[src/rtl/ctrled_interval_timer.sv]
// Multi-channel interval timer with runtime-loadable periods.
// Each channel has a period shadow register, an active period, a latched
// mode bit (one-shot / periodic), an up-counter and a two-state IDLE/RUN FSM.
// A channel emits a registered one-cycle tick when its interval expires.
// Each channel's FSM state is the named signal g_ch[i].state_q, so checkers
// can bind to it directly.
//
// Control protocol: start/stop/period_we are level-sampled request strobes.
// There is no ready; every request is taken on the edge where it is high.
// Per-cycle priority is:
//   stop, then start, then expiry, then counting/hold.
// A start with period_we in the same cycle loads period_in straight into
// the active period.
module ctrled_interval_timer #(
  parameter int WIDTH          = 25,
  parameter int CHANNELS       = 2,
  parameter int DEFAULT_PERIOD = 10000000
) (
  input  logic                      clk,
  input  logic                      rst,
  input  logic [CHANNELS-1:0]       start,
  input  logic [CHANNELS-1:0]       stop,
  input  logic [CHANNELS-1:0]       periodic,
  input  logic [CHANNELS-1:0]       period_we,
  input  logic [CHANNELS*WIDTH-1:0] period_in,
  output logic [CHANNELS-1:0]       busy,
  output logic [CHANNELS-1:0]       tick,
  output logic [CHANNELS*WIDTH-1:0] count
);

  typedef enum logic {IDLE = 1'b0, RUN = 1'b1} state_t;

  localparam logic [WIDTH-1:0] DEF_PER = WIDTH'(DEFAULT_PERIOD);

  for (genvar i = 0; i < CHANNELS; i++) begin : g_ch
    state_t           state_q, state_d;
    logic [WIDTH-1:0] per_sh;
    logic [WIDTH-1:0] per_act;
    logic [WIDTH-1:0] cnt;
    logic [WIDTH-1:0] last;
    logic [WIDTH-1:0] pin;
    logic             mode;
    logic             tick_q;
    logic             expire;

    assign pin = period_in[i*WIDTH +: WIDTH];

    // A period of 0 behaves like 1, so the terminal count is 0 in both cases.
    assign last   = (per_act == '0) ? '0 : per_act - WIDTH'(1);
    assign expire = (state_q == RUN) && (cnt == last);

    // Next-state logic for the channel FSM.
    always_comb begin
      state_d = state_q;
      if (stop[i]) begin
        state_d = IDLE;
      end else if (start[i]) begin
        state_d = RUN;
      end else if (expire && !mode) begin
        state_d = IDLE;
      end
    end

    // FSM state register.
    always_ff @(posedge clk or posedge rst) begin
      if (rst) begin
        state_q <= IDLE;
      end else begin
        state_q <= state_d;
      end
    end

    // Shadow period register; writable at any time without touching the
    // interval currently running.
    always_ff @(posedge clk or posedge rst) begin
      if (rst) begin
        per_sh <= DEF_PER;
      end else if (period_we[i]) begin
        per_sh <= pin;
      end
    end

    // Counter, active period, mode latch and tick register.
    always_ff @(posedge clk or posedge rst) begin
      if (rst) begin
        per_act <= DEF_PER;
        mode    <= 1'b0;
        cnt     <= '0;
        tick_q  <= 1'b0;
      end else if (stop[i]) begin
        cnt    <= '0;
        tick_q <= 1'b0;
      end else if (start[i]) begin
        per_act <= period_we[i] ? pin : per_sh;
        mode    <= periodic[i];
        cnt     <= '0;
        tick_q  <= 1'b0;
      end else if (expire) begin
        // Periodic channels pick up a new period only at the wrap.
        tick_q <= 1'b1;
        cnt    <= '0;
        if (mode) begin
          per_act <= per_sh;
        end
      end else if (state_q == RUN) begin
        cnt    <= cnt + WIDTH'(1);
        tick_q <= 1'b0;
      end else begin
        tick_q <= 1'b0;
      end
    end

    assign busy[i]                 = (state_q == RUN);
    assign tick[i]                 = tick_q;
    assign count[i*WIDTH +: WIDTH] = cnt;
  end

endmodule

[config.mk]
export PLATFORM = sky130hd
export DESIGN_NAME = ctrled_interval_timer
export DESIGN_NICKNAME = d
export VERILOG_FILES = /design/src/rtl/ctrled_interval_timer.sv
export SDC_FILE = /design/constraint.sdc
export NUM_CORES = 1
export LEC_CHECK = 0
export CORE_ASPECT_RATIO = 1.25
export CORE_MARGIN = 2
export CORE_UTILIZATION = 40
export DETAILED_ROUTE_END_ITERATION = 10
export PLACE_DENSITY = 0.68
export SLEW_MARGIN = 10
export SYNTH_ARGS = -nofsm -noshare
export SYNTH_HDL_FRONTEND = slang
export SYNTH_SLANG_ARGS = --single-unit
[constraint.sdc]
create_clock -name clk -period 10.93 [get_ports clk]
set_input_delay 2.7325 -clock clk [delete_from_list [all_inputs] [get_ports clk]]
set_output_delay 2.7325 -clock clk [all_outputs]
set_load 0.03 [all_outputs]
==> flow_metrics.tcl, run 1 <==
# flow metrics
set metrics [dict create \
    outcome "finished clean" \
    first_global_vias 9396 \
    layout.area.comb_sq_um 5840 \
    netlist-cell-type-count 76 \
    sequential_cell_area_sq_um 3940 \
    place_congestion 0.953 \
    timing.critical_path.fanout_max 23 \
    critPathRequiredTime_ps 11240 \
    power_clock_mw 0.566 \
    layout.nets 1258 \
    critical_path_class "in -> reg" \
    netlist_instances 1144 \
    placed_instances 1510 \
    simple_gate_area_share_pct 26.0 \
    regToRegEndpoint "g_ch[0].cnt[23]" \
    finalNonFillerCells 1542 \
    synthMuxAreaShare_pct 8.19 \
    hold-path-cell-count 2 \
    cts.reportedPaths.clkPinSlew_ps 70 \
    power_density_nw_per_um2 133 \
    timing.final.hold_violations 0 \
    synth_chip_area_sq_um 10400 \
    n_antenna_cell 0 \
    fp_nets 1208 \
    rows 65 \
    drive_above_1_share_pct 14.0 \
    unrepaired_setup_endpoints_after_global_routing "no" \
    numPortBuffers 113 \
    global_route.overflow_total 0 \
    slew_viol_final 0 \
    clk_latency_ps 430 \
    die_outline_area_sq_um 27200 \
    cp_cell_sequence "clkdlybuf4s50_1 -> nor2_1 -> and2_1 -> buf_4 -> nand2_1 -> o311ai_0" \
    max_cap_viol_count 0 \
    ff_type "sky130_fd_sc_hd__dfrtp_1" \
    powerComb_mw 0.326 \
    cpLargestDelayFamily "simple AND/OR/NAND/NOR gates" \
]
run 1: synthesized netlist by cell type, types with 24 or more instances:
| master | count | area share (%) |
|---|---|---|
| sky130_fd_sc_hd__a22oi_1 | 33 | 2.4 |
| sky130_fd_sc_hd__and3_1 | 26 | 1.6 |
| sky130_fd_sc_hd__clkbuf_1 | 75 | 2.7 |
| sky130_fd_sc_hd__dfrtp_1 | 124 | 30 |
| sky130_fd_sc_hd__dfstp_2 | 32 | 8.1 |
| sky130_fd_sc_hd__inv_1 | 38 | 1.4 |
| sky130_fd_sc_hd__mux2_2 | 54 | 5.9 |
| sky130_fd_sc_hd__mux2i_1 | 24 | 2.3 |
| sky130_fd_sc_hd__nand2_1 | 69 | 2.5 |
| sky130_fd_sc_hd__nand2b_1 | 32 | 1.9 |
| sky130_fd_sc_hd__nand3_1 | 100 | 4.8 |
| sky130_fd_sc_hd__nand4_1 | 37 | 2.2 |
| sky130_fd_sc_hd__nor2_1 | 59 | 2.1 |
| sky130_fd_sc_hd__nor3_1 | 34 | 1.6 |
| sky130_fd_sc_hd__nor4_1 | 30 | 1.8 |
| sky130_fd_sc_hd__o211ai_1 | 25 | 1.8 |
| sky130_fd_sc_hd__xnor2_1 | 37 | 3.1 |
| sky130_fd_sc_hd__xor2_1 | 26 | 2.2 |
run 1: per-layer routing:
layer / GRT usage, % / wire (um) / vias up
met4: 10.1 / 1370 / 0
met3: 3.03 / 1200 / 73
met1: 27.6 / 12500 / 4626
li1: - / - / 4385
met5: 0 / 0 / -
met2: 41.5 / 15900 / 320
run 1: final cells by class:
type	instances	area share (%)
clock inverters	10	0.678
repair buffers	131	10.4
well taps	335	3.44
flip-flops and latches	156	32.4
inverters	38	1.21
clock buffers	22	3.90
multi-input cells	850	48.0
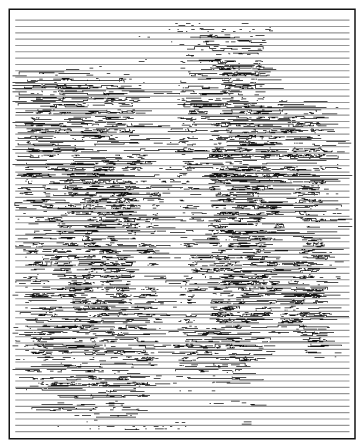
Figure 1: run 1, signal wires on met1.
Supply wires on this layer in grey.
The wires run mostly horizontal. The longest straight run is 40.9 um. 1125 nets have wire on it.
final wirelength: 31.0 mm
Global Route met1 Usage: 27.6%
via count: 9404

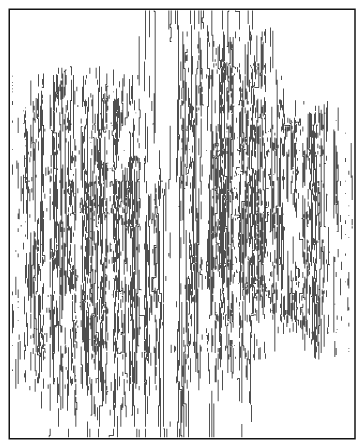
Figure 2: run 1, signal wires on met2.
The wires run mostly vertical. The layer carries 15900 um of wire. 1090 nets have wire on it. The layer holds 51% of the routed length.

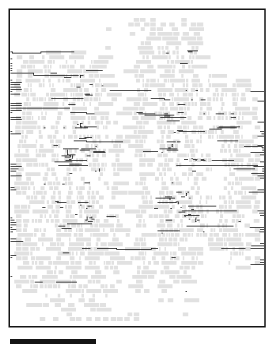
Figure 3: run 1, signal wires on met3.
Bar = 50 um. Cells faint in the background.
165 nets have wire on it. The layer holds 3.9% of the routed length.

Figure 4. Clock routing (run 1).
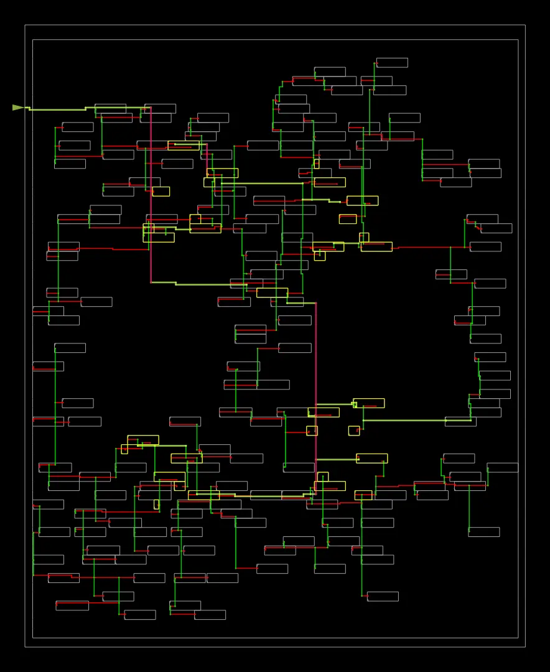

==> inputs of run 2 (changes only) <==
==> constraint.sdc (replaced) <==
create_clock -name clk -period 5.45 [get_ports clk]
set_input_delay 1.3625 -clock clk [delete_from_list [all_inputs] [get_ports clk]]
set_output_delay 1.3625 -clock clk [all_outputs]
set_load 0.03 [all_outputs]
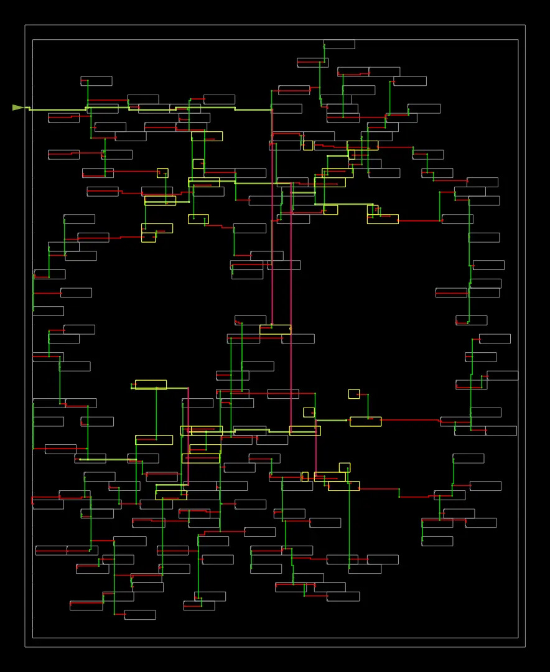
Figure 5: run 2, clock routing.
clk pwr: 1.25 mW
sinks on the clock net: 156

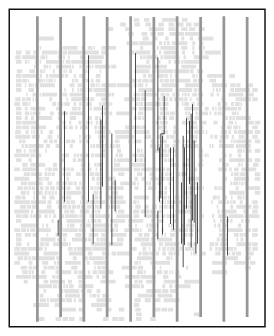
Figure 6: run 2, M4 wires.
Supply wires on this layer in grey. Cells faint in the background.
25 nets have wire on it. The longest straight run is 85.0 um. The wires run mostly vertical.
final wirelength: 32.2 mm
via count: 9486

==> run 2 against run 1 <==
Power is 110% higher. Synthesized cell count stayed put. Area after synthesis stayed put. Critical path type is now reg -> reg. Global-route usage is 0.95 points higher. Register-to-register slack worse by 5000 ps. Cell count is 0.78% higher. Critical path depth is 6 higher. Clock skew is 1.6 ps higher. Sequential share of layout area is 0.39 points lower. Die area stayed put. Cell area is 1.2% higher. Count of clock-buffer cells in the layout is 5 lower.
==> flow_metrics.tcl, run 2 <==
# flow metrics
set metrics [dict create \
    outcome "finished clean" \
    rows 65 \
    max_cap_viol_count 0 \
    first_global_vias 9448 \
    critPathRequiredTime_ps 5790 \
    sequential_cell_area_sq_um 3940 \
    place_congestion 0.993 \
    area.share.sequential_pct 32.0 \
    unrepaired_setup_endpoints_after_global_routing "no" \
    placed_instances 1522 \
    clk_latency_ps 440 \
    multiInputCombCellCount 850 \
    timing.critical_path.fanout_max 25 \
    post_synth_main_area_contributors "sky130_fd_sc_hd__dfrtp_1 30%, sky130_fd_sc_hd__dfstp_2 8.1%, sky130_fd_sc_hd__mux2_2 5.9%" \
    largest_class "logic gates" \
    synth_chip_area_sq_um 10400 \
    met3_usage_pct 3.18 \
    critical_path_class "reg -> reg" \
    ff_type "sky130_fd_sc_hd__dfrtp_1" \
    routedLengthMet1_mm 12.9 \
    largest_area_cell "sky130_fd_sc_hd__dfrtp_1" \
    area.share.combinational_pct 47.4 \
]
## run 2: cell counts after synthesis
Identical to the previous run, type by type.
## run 2: worst max-delay path, stage by stage, from the launching register on
cell                        delay (ps)
sky130_fd_sc_hd__dfrtp_1           450
sky130_fd_sc_hd__inv_1              90
sky130_fd_sc_hd__ha_1              230
sky130_fd_sc_hd__or4b_1            600
sky130_fd_sc_hd__or4_1             760
sky130_fd_sc_hd__nor2_4            280
sky130_fd_sc_hd__a2111oi_0         190
sky130_fd_sc_hd__a2111o_1          330
sky130_fd_sc_hd__nor4_2            370
sky130_fd_sc_hd__or4b_1            460
sky130_fd_sc_hd__buf_4             260
sky130_fd_sc_hd__mux2i_1           160
sky130_fd_sc_hd__o211ai_1          200
## run 2: kinds of logic (layout without fill, tap and decap cells)
group,after synthesis,in the layout
AND-OR/OR-AND,219,219
XOR/XNOR,65,65
adder cells (fa/ha/maj),4,4
buffers and inverters,138,213
flip-flops,156,156
multiplexers,78,78
AND/OR/NAND/NOR,484,484
## run 2: path summary, 6_finish.rpt
| path | start | end | slack [ps] | depth (start not counted) |
|---|---|---|---|---|
| setup reg to reg | g_ch[0].per_act[0] | g_ch[0].per_act[21] | 940 | 12 |
| max in group asynchronous | rst | g_ch[0].tick_q | 3300 | 3 |
| hold reg to reg | g_ch[1].per_sh[9] | g_ch[1].per_act[9] | 500 | 2 |
| hold / removal | g_ch[1].per_sh[9] | g_ch[1].per_act[9] | 500 | 2 |
| min in group asynchronous | rst | g_ch[0].per_sh[24] | 1540 | 3 |
| setup / recovery | g_ch[0].per_act[0] | g_ch[0].per_act[21] | 940 | 12 |
## run 2: stage by stage
stage                     area (sq um)  utilization [%]
final                            12300             48.6
after CTS                        12300             48.6
after global placement           11700             46.2
after floorplan                  10400                -
after detailed placement         11700             46.2
after global routing             12300             48.6
Figure 7. Signal wires on met1 (run 2).
Supply wires on this layer in grey.
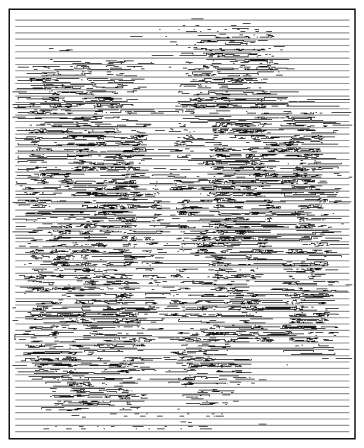

==> inputs of run 3 (changes only) <==
--- a/config.mk
+++ b/config.mk
@@ -9,7 +9,7 @@
 export CORE_MARGIN = 2
 export CORE_UTILIZATION = 40
 export DETAILED_ROUTE_END_ITERATION = 10
-export PLACE_DENSITY = 0.68
+export PLACE_DENSITY = 0.7
 export SLEW_MARGIN = 10
 export SYNTH_ARGS = -nofsm -noshare
 export SYNTH_HDL_FRONTEND = slang
==> constraint.sdc (replaced) <==
create_clock -name clk -period 3.9 [get_ports clk]
set_input_delay 0.975 -clock clk [delete_from_list [all_inputs] [get_ports clk]]
set_output_delay 0.975 -clock clk [all_outputs]
set_load 0.03 [all_outputs]
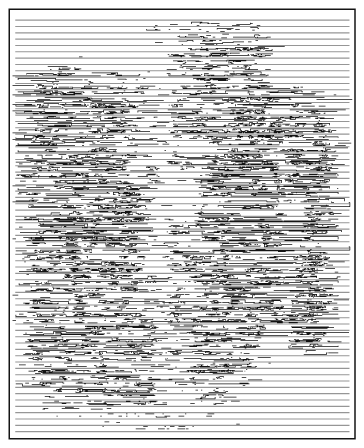
Figure 8: run 3, signal wires on met1.
Supply wires on this layer in grey.
The layer carries 13300 um of wire. The layer holds 39% of the routed length. The wires run mostly horizontal. The longest straight run is 54.7 um.

==> run 3 against run 2 <==
Synthesized cell count did not move. Critical endpoint is now g_ch[0].per_act[18]. Combinational power rose by 72%. Largest power group unchanged. Fmax rose by 19%. Sequential share of layout area fell by 1.6 points. Cell count rose by 3.8%.
==> flow_metrics.tcl, run 3 <==
# flow metrics
set metrics [dict create \
    outcome "finished clean" \
    path_common_cell "sky130_fd_sc_hd__or4_4" \
    cp_num_buf_inv 2 \
    unrepaired_setup_endpoints_after_global_routing "no" \
    placedInstanceArea_sq_um 12200 \
    worst_path_max_delay_cell "sky130_fd_sc_hd__or4_4" \
    power_clock_mw 1.74 \
    cpPeakStageDelay_ps 570 \
    synth_chip_area_sq_um 10400 \
    routedLengthMet1_mm 13.3 \
    rows 65 \
    detail_route.wirelength_mm 33.9 \
    critPathRequiredTime_ps 4200 \
    critical_path_class "reg -> reg" \
    cpLargestDelayFamily "simple AND/OR/NAND/NOR gates" \
    max_cap_viol_count 0 \
    cp_cell_sequence "or4_4 -> or4_4 -> buf_4 -> nor2_4 -> a2111oi_1 -> a2111o_1 -> nor4_4 -> or4b_4 -> buf_12 -> mux2i_2 -> o211ai_1" \
    met3_usage_pct 3.92 \
    post-route-cell-area_sq_um 12900 \
    first_global_vias 9717 \
    tritoncts_num_sinks 156 \
]
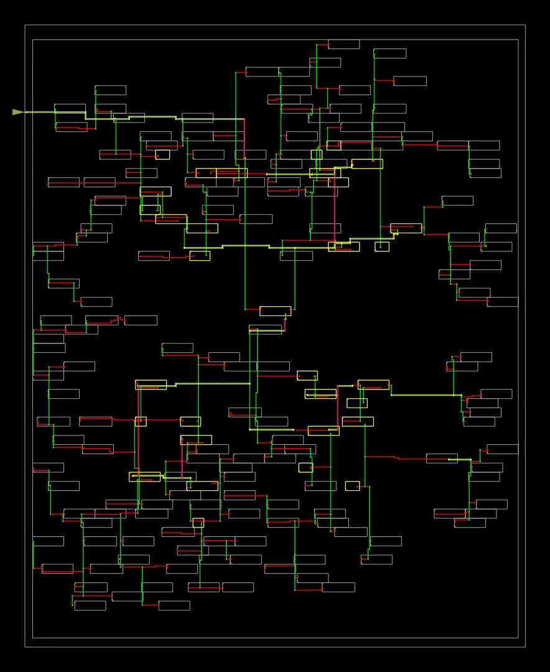
Figure 9: run 3, clock routing.
Seq Cell Count: 156
Layout Skew: 15.2 ps
insertion delay at the late pin of the worst-skew pair: 450 ps

==> run 3: worst paths after layout <==
path / slack, ps / cells after the start / endpoint / startpoint
worst max-delay path: 130 / 11 / g_ch[0].per_act[18] / g_ch[0].per_act[13]
worst min-delay path: 500 / 2 / g_ch[1].per_act[7] / g_ch[1].per_sh[7]
worst max register to register: 130 / 11 / g_ch[0].per_act[18] / g_ch[0].per_act[13]
worst min register to register: 500 / 2 / g_ch[1].per_act[7] / g_ch[1].per_sh[7]
max in group asynchronous: 2080 / 3 / g_ch[0].per_sh[8] / rst
min in group asynchronous: 1100 / 3 / g_ch[0].per_sh[16] / rst
==> run 3: repair_timing <==
item	4_1_cts	5_1_grt
endpoints found under the setup margin	8	48
pin swaps	0	4
setup buffers	0	1
gates cloned	0	0
resized	2	22
==> run 3: logic make-up after synthesis <==
logic type	after synthesis	synth area share [%]
AOI/OAI and AO/OA	219	15.8
muxes	78	8.19
DFF	156	38.1
xor gates and xnor gates	65	5.76
and+or+nand+nor	484	26.0
adders and majority gates	4	0.483
buffers and inverters	138	5.64
==> run 3: per-stage QoR <==
stage,hold WS (ps),cells,setup TNS (ps),total power [mW],utilization (%)
finish,503,1613,0,4.86,51.0
global route,519,1613,0,5.08,51.0
CTS,508,1612,-1.73,4.86,50.6
detailed placement,487,1580,0,3.11,48.1
global placement,479,1580,0,3.09,48.1
floorplan,473,1144,0,2.68,-
==> run 3: layout make-up <==
cell class | instances | area [sq um] | area share [%]
Clock buffer | 17 | 425 | 3.29
Clock inverter | 15 | 196 | 1.52
Inverter | 38 | 146 | 1.13
Multi-Input combinational cell | 850 | 5950 | 45.9
Sequential cell | 156 | 3940 | 30.5
Tap cell | 335 | 419 | 3.24
Timing Repair Buffer | 202 | 1870 | 14.4
Power figures rest on the tool's default switching activity, not on a simulated workload.
